`config.mk`:
```
export PLATFORM = sky130hd
export DESIGN_NAME = imem_loader
export DESIGN_NICKNAME = d
export VERILOG_FILES = /design/src/rtl/imem_loader.sv
export SDC_FILE = /design/constraint.sdc
export NUM_CORES = 1
export LEC_CHECK = 0
export ABC_AREA = 1
export CORE_MARGIN = 2
export CORE_UTILIZATION = 30
export CTS_CLUSTER_SIZE = 10
export DETAILED_ROUTE_END_ITERATION = 8
export GPL_TIMING_DRIVEN = 0
export PLACE_DENSITY = 0.56
export SLEW_MARGIN = 25
export SYNTH_ARGS = -nofsm -noshare
export SYNTH_HDL_FRONTEND = slang
export SYNTH_SLANG_ARGS = --single-unit
```
`constraint.sdc`:
```
create_clock -name clk -period 8.8 [get_ports clk]
set_input_delay 1.32 -clock clk [delete_from_list [all_inputs] [get_ports clk]]
set_output_delay 1.32 -clock clk [all_outputs]
set_load 0.005 [all_outputs]
```
`src/rtl/imem_loader.sv`:
```
// imem_loader: receives a byte stream (4-byte little-endian word count, then
// count little-endian 32-bit words) and writes it into instruction memory,
// holding the CPU in reset until a session completes successfully.
// Ports:
//   clk, rst             clock, asynchronous active-high reset
//   start                begin a load session (honoured in IDLE/DONE/ERR)
//   byte_valid/byte_data stream input; a byte moves when byte_valid && byte_ready
//   byte_ready           loader accepts a byte this cycle
//   mem_we/mem_addr/     one-cycle memory write strobe, word-aligned byte
//   mem_wdata            address and write data
//   busy, done, error    session status
//   cpu_hold             CPU reset hold, low only after a successful load
module imem_loader #(
  parameter int unsigned N    = 32,
  parameter int unsigned SIZE = 1024
) (
  input  logic         clk,
  input  logic         rst,
  input  logic         start,
  input  logic         byte_valid,
  input  logic [7:0]   byte_data,
  output logic         byte_ready,
  output logic         mem_we,
  output logic [N-1:0] mem_addr,
  output logic [N-1:0] mem_wdata,
  output logic         busy,
  output logic         done,
  output logic         error,
  output logic         cpu_hold
);

  localparam int unsigned CW = 32;

  typedef enum logic [2:0] {IDLE, LEN, DATA, WRITE, DONE, ERR} state_t;

  state_t        state;
  state_t        nxt;
  logic [1:0]    bcnt;
  logic [23:0]   shreg;
  logic [CW-1:0] count;
  logic [CW-1:0] word_idx;

  logic          accept_c;
  logic          last_byte_c;
  logic          too_big_c;
  logic          restart_c;
  logic [CW-1:0] shreg_nxt_c;

  logic byte_ready_d, busy_d, done_d, error_d, cpu_hold_d, mem_we_d;

  // Stream handshake and little-endian assembly: the newest byte lands on top,
  // so after four bytes the first one sits in bits [7:0].
  assign accept_c    = byte_valid && byte_ready;
  assign last_byte_c = accept_c && (bcnt == 2'd3);
  assign shreg_nxt_c = {byte_data, shreg};
  assign too_big_c   = {1'b0, shreg_nxt_c} > 33'(SIZE);
  assign restart_c   = start && ((state == IDLE) || (state == DONE) || (state == ERR));

  // State register plus registered outputs decoded from the next state.
  always_ff @(posedge clk or posedge rst) begin
    if (rst) begin
      state      <= IDLE;
      byte_ready <= 1'b0;
      mem_we     <= 1'b0;
      busy       <= 1'b0;
      done       <= 1'b0;
      error      <= 1'b0;
      cpu_hold   <= 1'b1;
    end else begin
      state      <= nxt;
      byte_ready <= byte_ready_d;
      mem_we     <= mem_we_d;
      busy       <= busy_d;
      done       <= done_d;
      error      <= error_d;
      cpu_hold   <= cpu_hold_d;
    end
  end

  // Next-state logic.
  always_comb begin
    nxt = state;
    unique case (state)
      IDLE, DONE, ERR: if (start) nxt = LEN;
      LEN: begin
        if (last_byte_c) begin
          if (shreg_nxt_c == '0) nxt = DONE;
          else if (too_big_c)    nxt = ERR;
          else                   nxt = DATA;
        end
      end
      DATA:  if (last_byte_c) nxt = WRITE;
      WRITE: nxt = ((word_idx + 32'd1) == count) ? DONE : DATA;
      default: nxt = IDLE;
    endcase
  end

  // Output decode, applied to the next state so the flops match the state.
  always_comb begin
    byte_ready_d = 1'b0;
    busy_d       = 1'b0;
    done_d       = 1'b0;
    error_d      = 1'b0;
    cpu_hold_d   = 1'b1;
    mem_we_d     = 1'b0;
    unique case (nxt)
      LEN, DATA: begin
        byte_ready_d = 1'b1;
        busy_d       = 1'b1;
      end
      WRITE: begin
        busy_d   = 1'b1;
        mem_we_d = 1'b1;
      end
      DONE: begin
        done_d     = 1'b1;
        cpu_hold_d = 1'b0;
      end
      ERR:     error_d = 1'b1;
      default: ;
    endcase
  end

  // Byte counter, word count, word index and the write address/data registers.
  // Address and data are loaded on the edge that enters WRITE and then held.
  always_ff @(posedge clk or posedge rst) begin
    if (rst) begin
      bcnt      <= '0;
      shreg     <= '0;
      count     <= '0;
      word_idx  <= '0;
      mem_addr  <= '0;
      mem_wdata <= '0;
    end else if (restart_c) begin
      bcnt     <= '0;
      count    <= '0;
      word_idx <= '0;
    end else begin
      if (accept_c) begin
        bcnt  <= bcnt + 2'd1;
        shreg <= shreg_nxt_c[31:8];
      end
      if ((state == LEN) && last_byte_c) begin
        count <= shreg_nxt_c;
      end
      if ((state == DATA) && last_byte_c) begin
        mem_addr  <= N'(word_idx << 2);
        mem_wdata <= N'(shreg_nxt_c);
      end
      if (state == WRITE) begin
        word_idx <= word_idx + 32'd1;
      end
    end
  end

endmodule
```
Figure 1. Metal 1.
Scale: 2 px per micron.
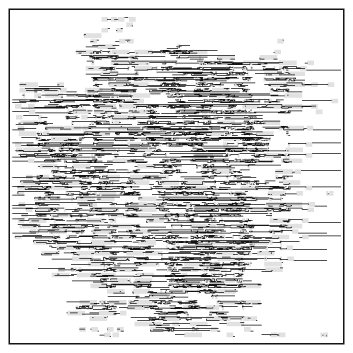
share of all routed wire: 49%
longest straight run: 66.2 microns
via count: 7221
met1 Use GR: 26.2%
WL final: 24900 microns

Figure 2. Met2 routing.
Scale: 3 px per micron.
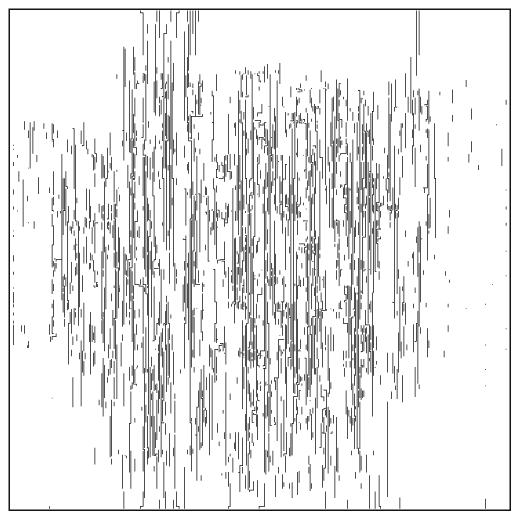
wire length on this layer: 10800 microns
main direction: vertical
nets with wire on the layer: 921
share of all routed wire: 43%
longest straight run: 76.3 microns

Figure 3. M3 wires.
Scale: 1.5 px per micron.
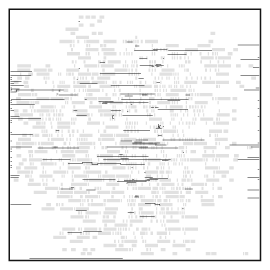
main direction: horizontal
longest straight run: 61.9 microns
wire length on this layer: 1330 microns
nets with wire on the layer: 119
M3 GR Usage: 3.37%

Figure 4. M4 wires.
Scale: 1.5 px per micron.
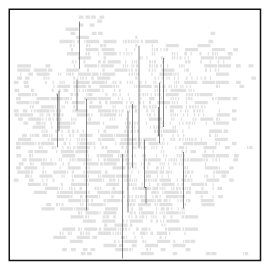
wire length on this layer: 620 microns
nets with wire on the layer: 13

==> results.toml <==
# synthesis and place-and-route metrics
[final_timing]
finalMaxSlewViolations = 0
worst_slew_pin_slew_ps = 726
rsz0062_at_grt = "false"
finClkSkew_ps = 16.6
slew-limit-headroom_pct = 51.6
max_freq_mhz = 304

[die]
dieHeight_microns = 167
die_area_sq_mm = 0.0277

[synthesis]
ys_chip_area_sq_mm = 0.00792
synthArstFlopShare_pct = 100
synth-edff-count = 0
netlist.area_leader.share_pct = 50.5
simple_gate_area_share_pct = 29.8
ys.flops = 161
common_cells = "nand2_1, dfrtp_1, inv_1"

[status]
status = "finished clean"

[power_and_ir_drop]
switching_share_pct = 35.7
power_leader = "registers"
power_clock_uw = 798
p_seq_uw = 956

[setup_path]
setup.worst_path.start = "byte_valid"
cp-endpoint = "mem_wdata[30]$_DFFE_PP0P_"
slowest_stage = "buf_1"
crit_arrival_ps = 3620

[layout]
buffer_area_share_pct = 9.66
dominant-cell-class = "sequential cells"
sh_comb_area_pct = 33.6
seq_share_pct = 41.2
inv_count = 127
nets = 1143
syn_to_final_growth_pct = 23.6

[job]
drv_cap = 0

[grt]
grt_pass1_vias = 6964
grt_remaining_overflow = 0

[worst_hold_path]
hold_path.class = "reg2reg"
worstHoldStart = "mem_addr[7]$_DFFE_PP0P_"

[detailed_routing]
first_pass_iters = 5
drt-wirelength-per-cell_microns = 16.9
ant_nets = 0

[cts]
post_cts_resized = 0
cts_max_level = 4
cts-root-buf = "clkbuf_16"

[placed_design]
io_buffers = 79
==> cell usage in the layout, fill, tap and decap left out, drive strengths merged <==
cell           netlist  layout
a21oi                2       2
a31oi                2       2
nor4                 5       5
nand4                7       7
nand3              113     113
clkinv               0       5
nor2                88      88
xnor2                1       1
nand2              324     324
and3                 3       3
clkbuf              26      45
conb                 1       2
o22ai               43      43
xor2                 2       2
o21ai              111     111
or2                  1       1
nor3                 3       3
clkdlybuf4s50        0      79
bufinv               0       3
xnor3                1       1
dfrtp              160     160
buf                  6       7
dfstp                1       1
inv                127     132
ha                   2       2
==> through the flow <==
stage	cell area [sq um]	worst slack (ps)	hold WS (ps)	cells	power, uW
2_1_floorplan	7930	3130	446	1030	1350
3_3_place_gp	9140	588	465	1444	1570
5_1_grt	9790	5320	504	1477	2510
3_5_place_dp	9170	5030	466	1445	1580
6_report	9790	5510	480	1477	2370
4_1_cts	9790	5450	485	1477	2380
==> critical path, delay by kind of cell <==
kind,cells,cell delay [ps]
AND/OR/NAND/NOR,3,270
AND-OR/OR-AND,1,120
buffers and inverters,4,1900
==> cell families after synthesis <==
family                   count (synthesis)
AND/OR/NAND/NOR                        544
flip-flops                             161
buffers and inverters                  159
AND-OR/OR-AND                          158
XOR/XNOR                                 4
adder cells (fa/ha/maj)                  2
other                                    1
==> routing by layer <==
| layer | global-route usage [%] | vias to the layer above | share of wire, % |
|---|---|---|---|
| met4 | 6.78 | 0 | 2.5 |
| li1 | - | 3530 | - |
| met5 | 0 | - | 0 |
| met3 | 3.37 | 34 | 5.3 |
| met1 | 26.2 | 3429 | 49 |
| met2 | 27.2 | 228 | 43 |
==> state kept, by name, summed over array words and instances (netlist names), 2 cells and up <==
signal and cells:
count 32, mem_wdata 32, word_idx 32, mem_addr 30
shreg 24, state 3, bcnt 2
Power figures rest on the tool's default switching activity, not on a simulated workload.
